Figure 1. Drive-strength map (run 1).
Drawn at 3 px/µm.
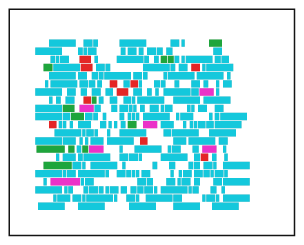
Figure 2. Wire density map (run 1).
Drawn at 4 px/µm. 19 x 15 tiles, from dark purple (low) to yellow (high), scaled to the fullest tile. Values are wire area over tile area, all layers added.
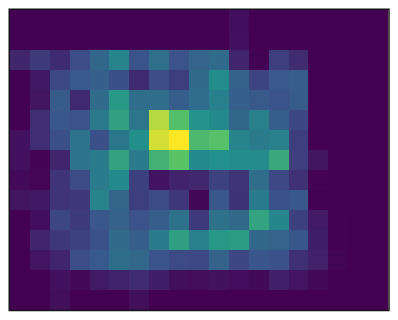
Figure 3. Cells colored by class (run 1).
Drawn at 4 px/µm.
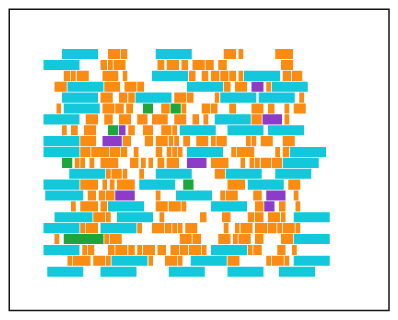
File: config.mk
export PLATFORM = sky130hd
export DESIGN_NAME = key_step_conditioner
export DESIGN_NICKNAME = d
export VERILOG_FILES = /design/src/rtl/key_cond_pkg.sv /design/src/rtl/debounce_filter.sv /design/src/rtl/key_step_conditioner.sv
export SDC_FILE = /design/constraint.sdc
export NUM_CORES = 1
export LEC_CHECK = 0
export CAP_MARGIN = 20
export CORE_ASPECT_RATIO = 0.75
export CORE_MARGIN = 8
export CORE_UTILIZATION = 55
export DETAILED_ROUTE_END_ITERATION = 8
export DONT_BUFFER_PORTS = 1
export PLACE_DENSITY = 0.7
export SYNTH_ARGS = -nofsm -noshare
export SYNTH_HDL_FRONTEND = slang
export SYNTH_SLANG_ARGS = --single-unit
export TNS_END_PERCENT = 30
File: constraint.sdc
create_clock -name CLOCK_50 -period 3.16 [get_ports CLOCK_50]
set_input_delay 0.474 -clock CLOCK_50 [delete_from_list [all_inputs] [get_ports CLOCK_50]]
set_output_delay 0.474 -clock CLOCK_50 [all_outputs]
set_load 0.005 [all_outputs]
File: src/rtl/key_cond_pkg.sv
// Shared types, timing defaults and width helpers for the KEY[0] step conditioner.
// The DBG_* values shrink every interval so a simulation covers whole press cycles in a few dozen clocks.
package key_cond_pkg;

    typedef enum logic [1:0] {
        IDLE       = 2'd0,
        WAIT_DELAY = 2'd1,
        REPEAT     = 2'd2
    } key_state_t;

    localparam int DEF_DEBOUNCE_CYCLES = 1_000_000;
    localparam int DEF_REPEAT_DELAY    = 25_000_000;
    localparam int DEF_REPEAT_PERIOD   = 5_000_000;

    localparam int DBG_DEBOUNCE_CYCLES = 4;
    localparam int DBG_REPEAT_DELAY    = 10;
    localparam int DBG_REPEAT_PERIOD   = 3;

    function automatic int max2(input int a, input int b);
        return (a > b) ? a : b;
    endfunction

    // Bits needed to hold every value from 0 up to and including max_value.
    function automatic int cnt_width(input int max_value);
        return (max_value < 1) ? 1 : $clog2(max_value + 1);
    endfunction

endpackage

File: src/rtl/debounce_filter.sv
// Two-flop synchroniser plus stable-run counter that turns the raw active-low key
// into a clean active-high level in the CLOCK_50 domain.
module debounce_filter
    import key_cond_pkg::*;
#(
    parameter int DEBOUNCE_CYCLES = DEF_DEBOUNCE_CYCLES
) (
    input  logic CLOCK_50,
    input  logic KEY3_n,
    input  logic raw_n,
    output logic level
);

    localparam int             CW       = cnt_width(DEBOUNCE_CYCLES);
    localparam logic [CW-1:0]  CNT_LAST = CW'(DEBOUNCE_CYCLES - 1);

    logic          sync1_n;
    logic          sync2_n;
    logic          sync;
    logic [CW-1:0] cnt;

    // NOTE: sequential state uses non-blocking assignments so every flop samples
    // pre-edge values; blocking here would collapse the two synchroniser stages into one.
    always_ff @(posedge CLOCK_50 or negedge KEY3_n) begin
        if (!KEY3_n) begin
            sync1_n <= 1'b1;
            sync2_n <= 1'b1;
        end else begin
            sync1_n <= raw_n;
            sync2_n <= sync1_n;
        end
    end

    assign sync = ~sync2_n;

    // The level flips only after DEBOUNCE_CYCLES consecutive disagreeing cycles.
    always_ff @(posedge CLOCK_50 or negedge KEY3_n) begin
        if (!KEY3_n) begin
            cnt   <= '0;
            level <= 1'b0;
        end else if (sync != level) begin
            if (cnt == CNT_LAST) begin
                cnt   <= '0;
                level <= ~level;
            end else begin
                cnt <= cnt + 1'b1;
            end
        end else begin
            cnt <= '0;
        end
    end

endmodule

File: src/rtl/key_step_conditioner.sv
// Converts the bouncy KEY[0] into a one-cycle LFSR step enable with optional auto-repeat,
// and exports the debounced level and repeat status for the LEDs.
module key_step_conditioner
    import key_cond_pkg::*;
#(
    parameter int DEBOUNCE_CYCLES = DEF_DEBOUNCE_CYCLES,
    parameter int REPEAT_DELAY    = DEF_REPEAT_DELAY,
    parameter int REPEAT_PERIOD   = DEF_REPEAT_PERIOD,
    parameter bit REPEAT_EN       = 1'b1
) (
    input  logic CLOCK_50,
    input  logic KEY3_n,
    input  logic key_n,
    output logic step,
    output logic held,
    output logic repeat_active
);

    localparam int            TW          = cnt_width(max2(REPEAT_DELAY, REPEAT_PERIOD));
    localparam logic [TW-1:0] LOAD_DELAY  = TW'(REPEAT_DELAY);
    localparam logic [TW-1:0] LOAD_PERIOD = TW'(REPEAT_PERIOD);
    localparam logic [TW-1:0] TIMER_LAST  = TW'(1);

    key_state_t    state;
    key_state_t    state_next;
    logic [TW-1:0] timer;
    logic [TW-1:0] timer_next;
    logic          expire;

    debounce_filter #(
        .DEBOUNCE_CYCLES(DEBOUNCE_CYCLES)
    ) u_debounce (
        .CLOCK_50(CLOCK_50),
        .KEY3_n  (KEY3_n),
        .raw_n   (key_n),
        .level   (held)
    );

    // NOTE: every register here, timers included, sits on the asynchronous reset so
    // the outputs go quiet the instant KEY3_n drops, without waiting for a clock.
    always_ff @(posedge CLOCK_50 or negedge KEY3_n) begin
        if (!KEY3_n) begin
            state <= IDLE;
            timer <= '0;
        end else begin
            state <= state_next;
            timer <= timer_next;
        end
    end

    // The timer reads 1 in the cycle a delay or period runs out; it then rests at 0.
    assign expire = (timer == TIMER_LAST);

    // NOTE: all outputs of this block get a default before the case so no path
    // leaves a signal unassigned and no latch is inferred.
    always_comb begin
        state_next = state;
        timer_next = (timer != '0) ? timer - 1'b1 : '0;
        step       = 1'b0;

        unique case (state)
            IDLE: begin
                timer_next = '0;
                if (held) begin
                    step       = 1'b1;
                    timer_next = LOAD_DELAY;
                    state_next = WAIT_DELAY;
                end
            end
            WAIT_DELAY: begin
                if (!held) begin
                    timer_next = '0;
                    state_next = IDLE;
                end else if (expire && REPEAT_EN) begin
                    step       = 1'b1;
                    timer_next = LOAD_PERIOD;
                    state_next = REPEAT;
                end
            end
            REPEAT: begin
                if (!held) begin
                    timer_next = '0;
                    state_next = IDLE;
                end else if (expire) begin
                    step       = 1'b1;
                    timer_next = LOAD_PERIOD;
                end
            end
            default: begin
                timer_next = '0;
                state_next = IDLE;
            end
        endcase
    end

    // High from the cycle of the first auto-repeat step through the last cycle the key is held.
    assign repeat_active = (state_next == REPEAT);

endmodule

==> design notes, run 1 <==
The synthesized netlist has a Yosys-reported chip area of 2550 µm². For this run, the script counts the antenna cells in the layout as 0. The longest clock path from root to sink contains 2 buffers. The share of synthesized cell area in and, or, nand and nor gates was 24.0%. The power per cell area is 379 nW/µm², and the share of the final layout cell area in multi-input gates is 45.2%. The minimum setup slack among reg-to-reg paths was 0.56 ns. Routed signal wires occupy layers up through met4. The share of the synthesized netlist area taken by xor and xnor gates works out to 13.8%.

For the worst reg-to-reg path, the startpoint reported by OpenROAD is timer[2]$_DFF_PN0_. The run gives 325 for the number of standard cells in the layout, taps in and fillers out. For this run, global-route usage on met2 was measured as 21.3%. The analysis attributes to cell leakage a power of 1.33 nW. In this run, power in flip-flops and latches comes to 0.648 mW. For the finished layout, the period the worst path requires is 3.06 ns. For reference, compound AND-OR and OR-AND cells occupy 6.63% of the area reported after synthesis. The run gives 31 for the count of warning messages emitted by the tools. The run gives 2.48 mm for the met1 wire length. With the global-route wire length before repair at 8.45 mm, the remaining global-route overflow is 0. The maximum net fanout on the critical path came out at 5. After layout, the inverter instance count without clock inverters stands at 8.

The run finished with clean final reports. Entering global routing, the biggest net connects 51 pins. Relative to the synthesized area, the layout overhead comes to 8.25%. The biggest cell delay along the critical path came out at 0.54 ns. Global routing used 22.5% of the available met1 tracks.

The run gives 61.7% for the core utilization of the finished layout. The run gives 0.236 mW for the switching power of the nets. The largest registers in the layout are timer (25), u_debounce.cnt (20), state (2).

Per the cell usage report, the commonest logic cells after layout are dfrtp_1 (48), nor2_1 (46), xnor2_1 (23). The run gives 2.58 ns for the data arrival time of the worst path. The worst hold-check slack was 0.00789 ns. The sequential cells in the finished layout cover a total of 1250 µm². The tools report the maximum resistive drop on vdd as 0.284 mV. In the placement report, post-DP HPWL is listed as 3.37 mm. The fraction of final cell area spent on clock buffers and inverters in this run is 3.27%. STA classifies the critical path startpoint as a register.

The post-synthesis adder-cell area fraction is 3.93%. The skew report gives the latency at the later pin of the worst-skew pair as 0.30 ns. By area the synthesized netlist is led by dfrtp_1 (47%), xnor2_1 (7.9%), nor2_1 (6.8%). By instance count after routing, the leading logic cell type is dfrtp_1. The largest individual stage delay along the critical path comes from the cell or4_4. The global routing report lists met3 layer usage as 3.78%. Per Yosys stat, the portion of area used by sequential elements is 49.2%. The layout summary lists the proportion of cells stronger than drive strength 1 as 10.4%. Looking at the power breakdown, the clock network takes 35.3% of the total.

The synthesized netlist occupies a cell area of 2550 µm². The dominant cell by count in the synthesized netlist was dfrtp_1. At the end of the flow, the number of nets in the layout was 278.

The cell sequence reported for the critical path is or3_1 > or4_1 > or4_4 > a31oi_2 > o221a_2. The register bit total from synthesis was 50. Following the worst setup path forward leads to its endpoint at repeat_active. The run gives 36 for the number of unique standard cell types used by synthesis. Main power-consuming group: registers.

The script computed the net switching share of total power as 22.6%. In this run the cell area measured after placement is 2620 µm². According to the timing report, the data required time at the worst endpoint equals 2.69 ns. The tightest min-delay check is of the input port to asynchronous set/reset pin type.

The slew at the pin with the worst max-slew slack is 0.936 ns. The run gives 1768 for the via count of the first global-routing pass. Post-synth the commonest register cell is dfrtp_1. The timing report gives the clock slew at the launch and capture registers of the worst setup and hold paths as 0.09 ns. The critical path startpoint is timer[21]$_DFF_PN0_.

The cell class contributing the biggest share of worst-path delay is simple AND/OR/NAND/NOR gates. Worst clock skew on the final layout: 0.0101 ns. The number of setup buffers added after CTS was 0.

The buffering stage count on the worst path with inverters included works out to 0. In this run, flip-flops and latches consume 62.1% of the power. Of the total power, combinational logic draws 2.6%.

After routing, the total negative slack on setup checks comes to 0 ns. Share of async-settable or async-resettable flops after synthesis: 100%. 196 cells are multi-input combinational gates. Number of cells on the critical path: 5. Clock network power for this build is 0.369 mW. By count the netlist is led by dfrtp_1 (48), nor2_1 (46), xnor2_1 (23), xor2_1 (17), nand2_1 (16). The tools report the count of placed standard cells including taps as 315.

In this run, post-CTS repair resized a total of 0 instances. Per the post-place timing report, worst setup slack is 0.410 ns. TritonRoute reported its final design rule violation total as 0.

The tools report the number of search-and-repair iterations in the first detailed-routing pass as 4. The cell accounting for the most synthesized area was dfrtp_1. For reference, the top logic cell family by area is simple AND/OR/NAND/NOR gates. The final timing summary puts the cycle share of the worst path at 96.7%. Per the GRT log, the top usage layer is met1. The non-clock buffer contribution to total cell area works out to 2.36%. Mux contribution to synthesized area: 0%.

The number of flip-flops under the largest register name came out at 25. The type of destination of the critical path is an output pin. The final timing report counts setup violations totalling 0. 6 I/O pins were placed. The initial antenna violation count is 0.

The biggest cell category by area in the final layout is registers. The count of endpoints failing hold in the final timing report was 0; the total of max-cap violations was 0. The final layout contains a sequential cell count of 50. The achievable frequency was 327 MHz; the internal power consumption was 0.808 mW. The number of clock buffers inserted by TritonCTS was 5. Floorplan die width: 94.6 µm. The combinational gate area was 1250 µm².

The end of the worst register-to-register path was timer[13]$_DFF_PN0_. In this run the biggest area consumer among cell types represents 47.2% of the synthesized area. The average instance in the mapped netlist occupies 9.76 µm².

The power report lists the combinational group at 0.0268 mW. With the number of sinks driven by the clock tree at 50, the final-report max-slew violation count is 0. The placement report lists the number of port buffers as 0. The area enclosed by the die boundary was 7090 µm². In the final layout, the clock buffer count is 5. The root buffer cell was clkbuf_8. The floorplan net count came out at 272.
Notes on Figure 1 above:
legend:
  magenta:
    size: x6 and larger
    cells: 6
    share: 2.2%
    most_used: clkbuf_8
  red:
    size: x3 and x4
    cells: 10
    share: 3.7%
    most_used: buf_4
  green:
    size: x2
    cells: 12
    share: 4.5%
    most_used: or2_2
  cyan:
    size: x1 and smaller
    cells: 240
    share: 90%
    most_used: dfrtp_1
post-route cell area: 2760 µm²
fin worst setup slack: 0.103 ns

Notes on Figure 2 above:
fullest tile: 0.62
densest ninth of the die: center
emptiest ninth of the die: upper right
nearly empty tiles: 38%
tiles over half the peak: 6.0%
routed length per instance: 14.8 µm
total track usage: 15.2%
Via Count: 1847
Final Routed Wirelength: 4.83 mm

Notes on Figure 3 above:
legend:
  green:
    class: remaining buffers and delay cells
    cells: 6
  cyan:
    class: registers
    cells: 50
  purple:
    class: clock drivers and dummy loads
    cells: 8
  orange:
    class: remaining logic cells
    cells: 204
Std-Cell Core Area: 4470 µm²
sequential portion of the cell area: 45.5%
number of placement rows: 21

Figure 4. The metal 3 layer (run 1).
Drawn at 4 px/µm.
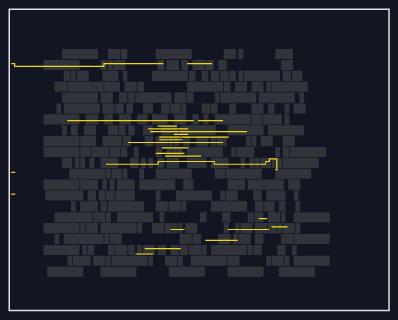

==> run 2, diff against run 1 <==
- clock period: 3.16 -> 3.52 ns (I/O delays scaled with it)
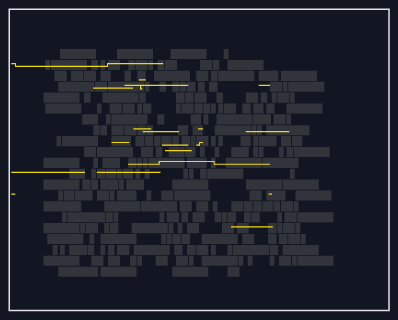
Figure 5: run 2, the metal 3 layer.
Drawn at 4 px/µm.
longest straight run: 23.0 µm
wire length on this layer: 194 µm
main direction: horizontal
nets with wire on the layer: 14
share of all routed wire: 4.1%
Final Routed Wirelength: 4.76 mm
met3 usage: 3.78%
Via Count: 1770

==> run 2 against run 1 <==
Net effect: synthesized cell count unchanged; final cell count decreased by 1.5%; largest power group unchanged; synthesized area unchanged; worst hold slack improved by 0.049 ns; via count decreased by 4.2%; combinational power decreased by 13%; critical endpoint unchanged; global-route usage decreased by 0.32 points; sequential cell count unchanged.
==> design notes, run 2 <==
Highest metal layer with signal wires: met4. The biggest cell delay along the critical path was 0.58 ns (+0.04 ns); the sequential cell count was 50 (unchanged). Number of standard cells in the layout, taps in and fillers out: 320 (-1.5%). With the minimum setup slack among reg-to-reg paths at 0.63 ns (+0.07 ns), the summed negative setup slack over all endpoints is 0 ns (unchanged).

The tools report the met2 usage in global routing as 21.2% (-0.15 points). Clock buffer count: 6 (+1). The number of primary I/O pins was 6 (unchanged). The largest registers in the layout are timer (25), u_debounce.cnt (20), state (2). The logs give 2720 µm² (-1.2%) for the final standard cell area without fillers and 0 for the antenna violation net count after detailed routing. The combinational gate area is 1230 µm² (-1.3%), and the non-clock buffer contribution to total cell area is 1.01% (-1.3 points). The clock buffer and inverter area fraction after layout was 4.04% (+0.78 points). Critical path startpoint: timer[10]$_DFF_PN0_. For the portion of total power attributed to combinational logic, the log shows 2.3% (-0.3 points). The number of clock buffers inserted by TritonCTS is 5 (unchanged), and the total of max-cap violations is 0 (unchanged).

The run gives 1250 µm² (unchanged) for the footprint of the flip-flops and latches. Switching share of power: 20.5% (-2.1 points). The logs give 36 (unchanged) for the number of unique standard cell types used by synthesis and 0 (unchanged) for the number of setup buffers added after CTS. The total chip power came out at 1.00 mW. The maximum net fanout on the critical path was 12 (+7); the mux contribution to synthesized area was 0% (unchanged). The run finished with clean final reports. The number of antenna diodes was 0 (unchanged); the final-report setup violation count was 0 (unchanged).

The run gives 0.30 ns (about the same) as the latest clock arrival within the worst-skew pair. The run gives 0.0232 mW (-13%) as the power consumed by combinational cells. Yosys attributes the largest share of cell area to dfrtp_1 (47%), xnor2_1 (7.9%), nor2_1 (6.8%). The number of sinks driven by the clock tree is 50 (unchanged), and the switching power of the nets is 0.206 mW (-13%).

The number of ordinary inverters in the final layout is 8 (unchanged), and the floorplan die width is 94.6 µm (unchanged). The share of the clock period used by the worst path was 95.0%. By instance count after routing, the leading logic cell types are dfrtp_1 (48), nor2_1 (46), xnor2_1 (23).

The placed wire-length estimate after detailed placement is 3.26 mm (-3.2%). The busiest metal layer after global routing was met1. The logs give 21 (unchanged) for the site row count and 0.00727 ns (-0.00287 ns) for the worst clock skew on the final layout. Post-synthesis adder-cell area fraction: 3.93% (unchanged). The run gives 24.0% (unchanged) for the share of synthesized cell area in and, or, nand and nor gates. With the post-synthesis cell area at 2550 µm² (unchanged), the share of the final layout cell area in multi-input gates is 45.2% (about the same). For the maximum number of pins on one net before global-route repair, the log shows 49 (-3.9%). The root buffer cell is clkbuf_8.

The part of the power in the clock network is 39.7% (+4.4 points), and the internal power consumption is 0.797 mW (-1.3%). The tools report the cell area after placement as 2590 µm² (-1.1%). Dominant logic cell type in the layout: dfrtp_1. The count of warning messages emitted by the tools is 31 (unchanged). The run gives 0.241 mV (-15%) for the maximum resistive drop on vdd. The slew at the pin with the worst max-slew slack came out at 0.943 ns (+0.00650 ns). The logs give 0 (unchanged) for the initial antenna violation count and 2.61 mm (+5.5%) for the met1 wire length. The prevailing post-synth register cell is dfrtp_1. Remaining global-route overflow: 0 (unchanged). The run gives 2 (unchanged) as the maximum count of clock buffers along a single path. Capturing instance or port of the critical path: repeat_active.

The biggest area contributor in the post-synthesis netlist is dfrtp_1. The pre-CTS setup slack came out at 0.516 ns (+0.106 ns). The run gives 0 (unchanged) for the count of endpoints failing hold in the final timing report.

For reference, the critical path cell chain is or4_1 > or3_1 > or4_4 > a31oi_1 > o221a_2. The clock period could shrink to 3.35 ns. The run gives 0.398 mW (+7.9%) for the clock group total power. The run gives 273 (-1.8%) for the final layout net count.

The static leakage was 1.31 nW (-1.3%). With the cell resize tally after clock tree synthesis at 0 (unchanged), the sequential share of cell area is 46.0% (+0.56 points). The share of async-settable or async-resettable flops after synthesis came out at 100% (unchanged).

The achievable frequency came out at 299 MHz. The reg-to-reg startpoint is timer[10]$_DFF_PN0_. After synthesis, the largest family of logic cells by area is simple AND/OR/NAND/NOR gates. Number of remaining DRC errors: 0 (unchanged).

The number of flip-flops under the largest register name works out to 25 (unchanged). The number of buffer cells added on primary ports came out at 0 (unchanged). The part of the power in registers was 58.0% (-4.1 points). The run gives 21.4% (-1.1 points) as the met1 capacity usage during global routing. The power consumed by sequential cells was 0.582 mW (-10%); the post-synthesis share of cell area spent on and-or and or-and gates was 6.63% (unchanged). The commonest cells after synthesis are dfrtp_1 (48), nor2_1 (46), xnor2_1 (23), xor2_1 (17), nand2_1 (16).

The register bit total from synthesis works out to 50 (unchanged). The tools report the end of the worst register-to-register path as timer[12]$_DFF_PN0_. The proportion of netlist area held by the largest area contributor was 47.2% (unchanged); the core utilization of the finished layout was 61.0% (-0.76 points). The worst hold path belongs to the class input port to asynchronous set/reset pin. Global-route wire length before repair: 8.13 mm (-3.8%). Count of multi-input combinational gates: 196 (unchanged). The run gives 0.09 ns (about the same) for the clock slew at the register clock pins of the worst setup and hold paths. In the post-synthesis netlist, the cell with the most instances is dfrtp_1.

Via count of the first global-routing pass: 1659 (-6.2%). The worst setup margin was 0.174 ns (+0.0711 ns); the core region area was 4470 µm² (unchanged). The number of cells on the critical path was 5 (unchanged); the fraction of layout cells with a size suffix above 1 was 7.22% (-3.2 points). The cell class contributing the biggest share of worst-path delay is simple AND/OR/NAND/NOR gates. Biggest cell category by area in the final layout: registers. The kind of launch point of the worst setup path is a register. The area enclosed by the die boundary came out at 7090 µm² (unchanged). With the share of the synthesized netlist area taken by xor and xnor gates at 13.8% (unchanged), the power per cell area is 368 nW/µm² (-2.7%). The buffering stage count on the worst path with inverters included was 0 (unchanged); the signed area change from the synthesized netlist to the final layout was 6.93%. The tools report the required time at the worst-slack endpoint as 2.99 ns (+0.30 ns). Library cell contributing the largest single delay on the critical path: or4_1.

For the final-report max-slew violation count, the log shows 0 (unchanged). The mean instance size in the synthesized netlist was 9.76 µm² (unchanged). The tools report the number of search-and-repair iterations in the first detailed-routing pass as 4 (unchanged). Ranked by power, first place goes to registers. The run gives 2.82 ns (+0.24 ns) for the data arrival time of the worst path.

The share of synthesized area occupied by flip-flops and latches came out at 49.2% (unchanged). The total cell area reported by yosys after synthesis is 2550 µm² (unchanged). STA classifies the critical path endpoint as an output pin. With the count of placed standard cells including taps at 311 (-1.3%), the count of yosys warnings during synthesis is 0. The run gives 272 (unchanged) for the floorplan net count. The worst hold-check slack came out at 0.0568 ns (+0.0489 ns).
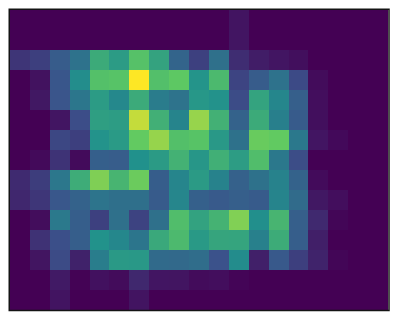
Figure 6: run 2, wire density map.
Drawn at 4 px/µm. 19 x 15 tiles, from dark purple (low) to yellow (high), scaled to the fullest tile. Values are wire area over tile area, all layers added.
nearly empty tiles: 38%
fullest tile: 0.45
mean over tiles: 0.11
densest ninth of the die: center
tiles over half the peak: 20%
emptiest ninth of the die: upper right
total track usage: 14.8%
routed length per instance: 14.9 µm

Power is estimated from default activity; no workload was simulated.
